Figure 1. PDN straps and rails.
Bar = 20 um. Pins as bars on the die edge.
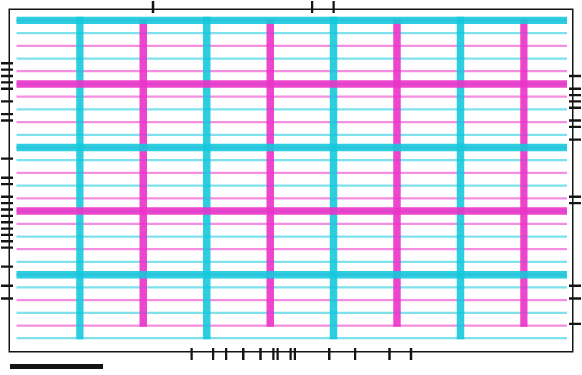
Figure 2. Cell classes on the final placement.
Bar = 20 um.
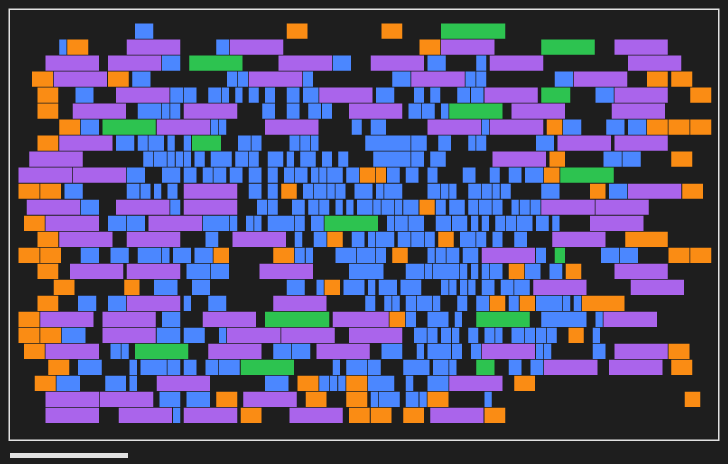
Figure 3. Clock wires, drivers and flops.
Bar = 20 um.
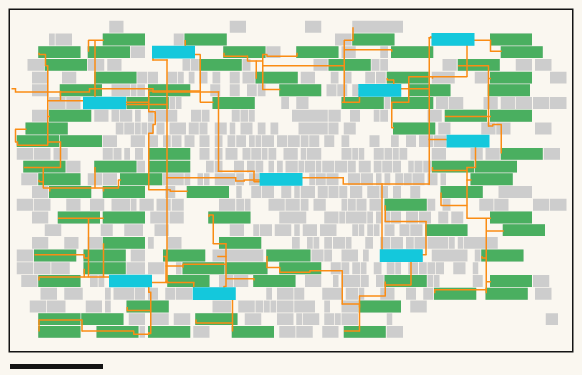
Figure 4. Metal layers overlaid.
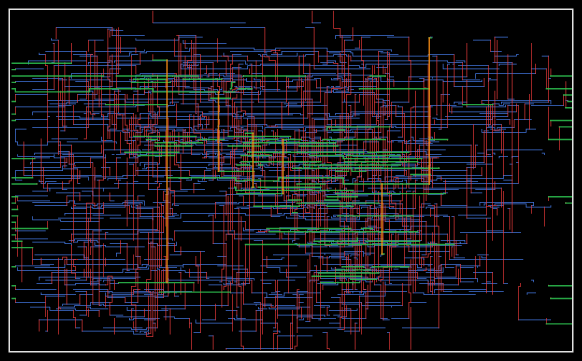
==> config.mk <==
export PLATFORM = sky130hd
export DESIGN_NAME = song_recorder_flat
export DESIGN_NICKNAME = d
export VERILOG_FILES = /design/src/rtl/song_recorder_if.sv /design/src/rtl/song_recorder.sv /design/src/flat_wrapper.sv
export SDC_FILE = /design/constraint.sdc
export NUM_CORES = 1
export LEC_CHECK = 0
export CAP_MARGIN = 15
export CORE_ASPECT_RATIO = 0.6
export CORE_UTILIZATION = 50
export DETAILED_ROUTE_END_ITERATION = 12
export GPL_ROUTABILITY_DRIVEN = 0
export PLACE_DENSITY = 0.78
export SLEW_MARGIN = 20
export SYNTH_ARGS = -nofsm -noshare
export SYNTH_HDL_FRONTEND = slang
export SYNTH_SLANG_ARGS = --single-unit
==> constraint.sdc <==
create_clock -name clk -period 2.8 [get_ports clk]
set_clock_uncertainty 0.05 [all_clocks]
set_input_delay 0.42 -clock clk [delete_from_list [all_inputs] [get_ports clk]]
set_output_delay 0.42 -clock clk [all_outputs]
set_load 0.03 [all_outputs]
==> git commit body <==
Add synthesis and place-and-route results

* Transition time at the pin with the least slew margin: 0.610 ns
- Setup violation total in the final timing report: 0
- The root buffer cell chosen for the clock tree is sky130_fd_sc_hd__clkbuf_16.
- Along the worst path, the maximum fanout reaches 6.
- In the final design database the tool counted 494 nets.
* Number of different library cells in the post-synthesis netlist: 53
- 0 antenna diodes ended up in the layout.
* Tally of nets with antenna violations remaining after routing: 0
- Top cells by area, synth: sky130_fd_sc_hd__dfrtp_1 (50%), sky130_fd_sc_hd__a22o_1 (6.3%), sky130_fd_sc_hd__nand2_1 (3.9%)
- After floorplanning, the core was divided into 25 placement rows.
- GRT overflow: 0
- The DRC violation total left in the routed layout is recorded as 0.
* Layout Area Growth over Synthesis: 25.3%
- Summed over all nets, wire length on met3 after detailed routing comes to 1010 um.
* Number of antenna violations at the first check in global routing: 0
* Synth warnings: 0
- The design draws 0.00277 W.
- Hold-check failures listed in the final report amount to 0.
- Final cell count without fillers: 592
- The synthesis run identifies the leading combinational cell family as AND-OR/OR-AND gates.
* Clock transition at path regs: 0.06 ns
- Most numerous cell on the critical path: sky130_fd_sc_hd__ha_1
- Yosys synthesis chip area: 0.00419 mm2
- The flow reports an fmax of 370 MHz.
- Averaged over all synthesized cells, the footprint is 9.89 um2.
- Per the STA report, the cell with the highest stage delay on the worst path is sky130_fd_sc_hd__or3b_4.
- The via count of the first global-routing pass came to 3,340.
* Met2 routing resource usage after global routing: 0.339
* Post-synthesis cell count: 424
- The number of warnings reported in the stage logs is 29.
* Depth of the worst register-to-register path: 9
- For the final routed database, the setup TNS stands at 0 ns.
- TritonCTS reports the number of clock sinks as 83.
- Maximum number of buffers from clock root to sink: 2
* Count of library flops with an enable pin: 0
- RSZ-0062 raised after global routing: yes
- Drt initial violations: 339
* Worst Hold Margin: 0.0351 ns
- The worst-case reg-to-reg setup slack stands at 0.1 ns.
- Setup slack on the worst path after placement came out at -0.0121 ns.
- Signal nets in the final route climb as high as met4.
- Pin count of the biggest net entering global routing: 48
* Tally of max-capacitance violations: 0
- Of all flip-flops after synthesis, the portion carrying an async set or reset was 1.00.
- Per the synthesis report, the AND-OR/OR-AND share of the synthesized area is 0.213.
* TritonCTS clock tree: built
- Status: finished clean
- Post-synth seq share: 0.495
- Share of the synthesized area in the top cell type: 0.495
- Routed met1 length: 5470 um
* Global-route wire length before repair: 17,800 um
* Tightest Hold Check Type: in -> async
- Slew Viols, Final: 0
* XORs/XNORs by Area: 0.0104
- Most frequent cell after synthesis: sky130_fd_sc_hd__dfrtp_1
* Headroom to the max-slew limit: 0.593
- The top cell types in the final layout, fill and taps aside, are sky130_fd_sc_hd__dfrtp_1 (82), sky130_fd_sc_hd__clkdlybuf4s50_1 (50), sky130_fd_sc_hd__nand2_1 (44).
- Global routing put the most usage on met1.
- The script computed a power per unit cell area of 527 mW/mm2.
- Using the TritonRoute via totals, the vias-per-cell ratio works out to 6.30.
* Floorplan core density: 0.524
- Mux share of post-synthesis cell area: 0.0409
* Count of input and output buffers: 51
- CTS Buf Count: 9
* Number of cells upsized or downsized after cts: 2
- After synthesis the cells add up to 0.00419 mm2.
- Chip Footprint: 0.00877 mm2
- Of all cell types, the one taking the most synthesized area is sky130_fd_sc_hd__dfrtp_1.
* Synth Area in Simple Gates: 0.183
- For reference, the most critical setup path is categorized as reg -> reg.
- After routing the design area is 0.00526 mm2.
- Post-layout worst setup margin: 0.0962 ns
* Post-cts hold buffer count: 0
* #FFs+latches synth: 83
* Placed cell count: 576
* Kind of end point of the critical path: register
- The routed design uses 4350 um of met2 wire.
* Post-Synthesis Net Count: 438
- Met1 Usage GRT: 0.439
- Share of final-layout standard cells stronger than drive strength 1: 0.120
- Buffers added to address setup during post-CTS repair amount to 0.
- Data arrival time of the critical path: 2.91 ns
- During I/O placement, the number of pins put on the boundary was 52.
* Leakage Power: 2.26 nW
- Post-synthesis cell count from yosys: 424
- CTS H-tree lvls: 3
- Post-synthesis share of cell area spent on full adders, half adders and majority gates: 0.0149
- Cell types with the highest counts after synthesis: sky130_fd_sc_hd__dfrtp_1 (83), sky130_fd_sc_hd__nand2_1 (44), sky130_fd_sc_hd__o21ai_0 (31)
- Counting I/O delays and the setup requirement, the final critical path takes 2.70 ns.
* CP startpoint kind: register
* GR Layer Usage met3: 0.0688
* Max stage delay on crit path: 0.44 ns
- Final HPWL DP: 7420 um
- In this run the critical path is formed by ha_1 > and3_1 > ha_1 > or3b_4 > a211o_1 > nor3_2 > buf_2 > a21oi_1 > a21boi_0.
- DRT Pass-1 Iters: 5
- Among logic cells in the layout, the one with the most instances is sky130_fd_sc_hd__dfrtp_1.
* Required time worst endpoint: 3.01 ns
- Placed inst area: 0.00489 mm2
* Leading register cell type out of synthesis: sky130_fd_sc_hd__dfrtp_1
- Post-route fraction of the period consumed by the critical path: 0.966
Notes on Figure 1 above:
Key: VSS = cyan; VDD = magenta
5 straps on met5. 52 signal pins sit on the boundary. The core has 25 rows. 8 straps on met4.
maximum resistive drop on vdd: 0.309 mV
die outline width: 120 um
Std-Cell Core Area: 0.00801 mm2
height of the die: 72.9 um

Notes on Figure 2 above:
Key: other buffers and delay cells = orange [cells 73, share of their area 14%]; clock drivers and dummy loads = green [cells 15, share of their area 6.4%]; combinational and other logic = blue [cells 313, share of their area 39%]; flops = purple [cells 83, share of their area 41%]
Final Core Density: 0.656
sequential cell area share: 0.395

Notes on Figure 3 above:
Key: flip-flops = green [count 83]; clock drivers = cyan [count 9]; clock wires = orange [length 993 um]
There are 10 routed clock nets.
source-to-sink clock delay at the later pin of the worst-skew pair: 0.34 ns
Clk power: 0.00129 W
portion of total power attributed to the clock network: 0.465

Notes on Figure 4 above:
Key: metal 3 = green [wire length 1,010 um]; metal 2 = red [wire length 4,350 um]; metal 1 = blue [wire length 5,470 um]; metal 4 = orange [wire length 134 um]
via count: 3,728
wire per inst: 18.5 um
final WL: 11,000 um
Total GRT Usage: 0.269

worst max-delay path: cells and delay by family (launching register included):
family          cells  cell delay (ns)
buf+inv             1             0.26
flops               1             0.43
compound gates      3             0.64
fa+ha+maj           2             0.42
simple gates        3             0.81
final cells by class:
cell class,count,area [um2]
clock buffer,11,253
clock inverter,4,73.8
fill,659,2750
inverter,11,41.3
multi-input combinational,302,1980
sequential,83,2080
tap,108,135
timing repair buffer,73,696
power by group:
| group | total [W] | internal, W | switching [W] | leakage [nW] |
|---|---|---|---|---|
| clock network | 0.00129 | 0.000824 | 0.000465 | 0.162 |
| logic | 0.000228 | 0.0000875 | 0.000141 | 0.951 |
| registers | 0.00125 | 0.00123 | 0.0000287 | 1.14 |
| total | 0.00277 | 0.00214 | 0.000634 | 2.26 |
Power is estimated from default activity; no workload was simulated.
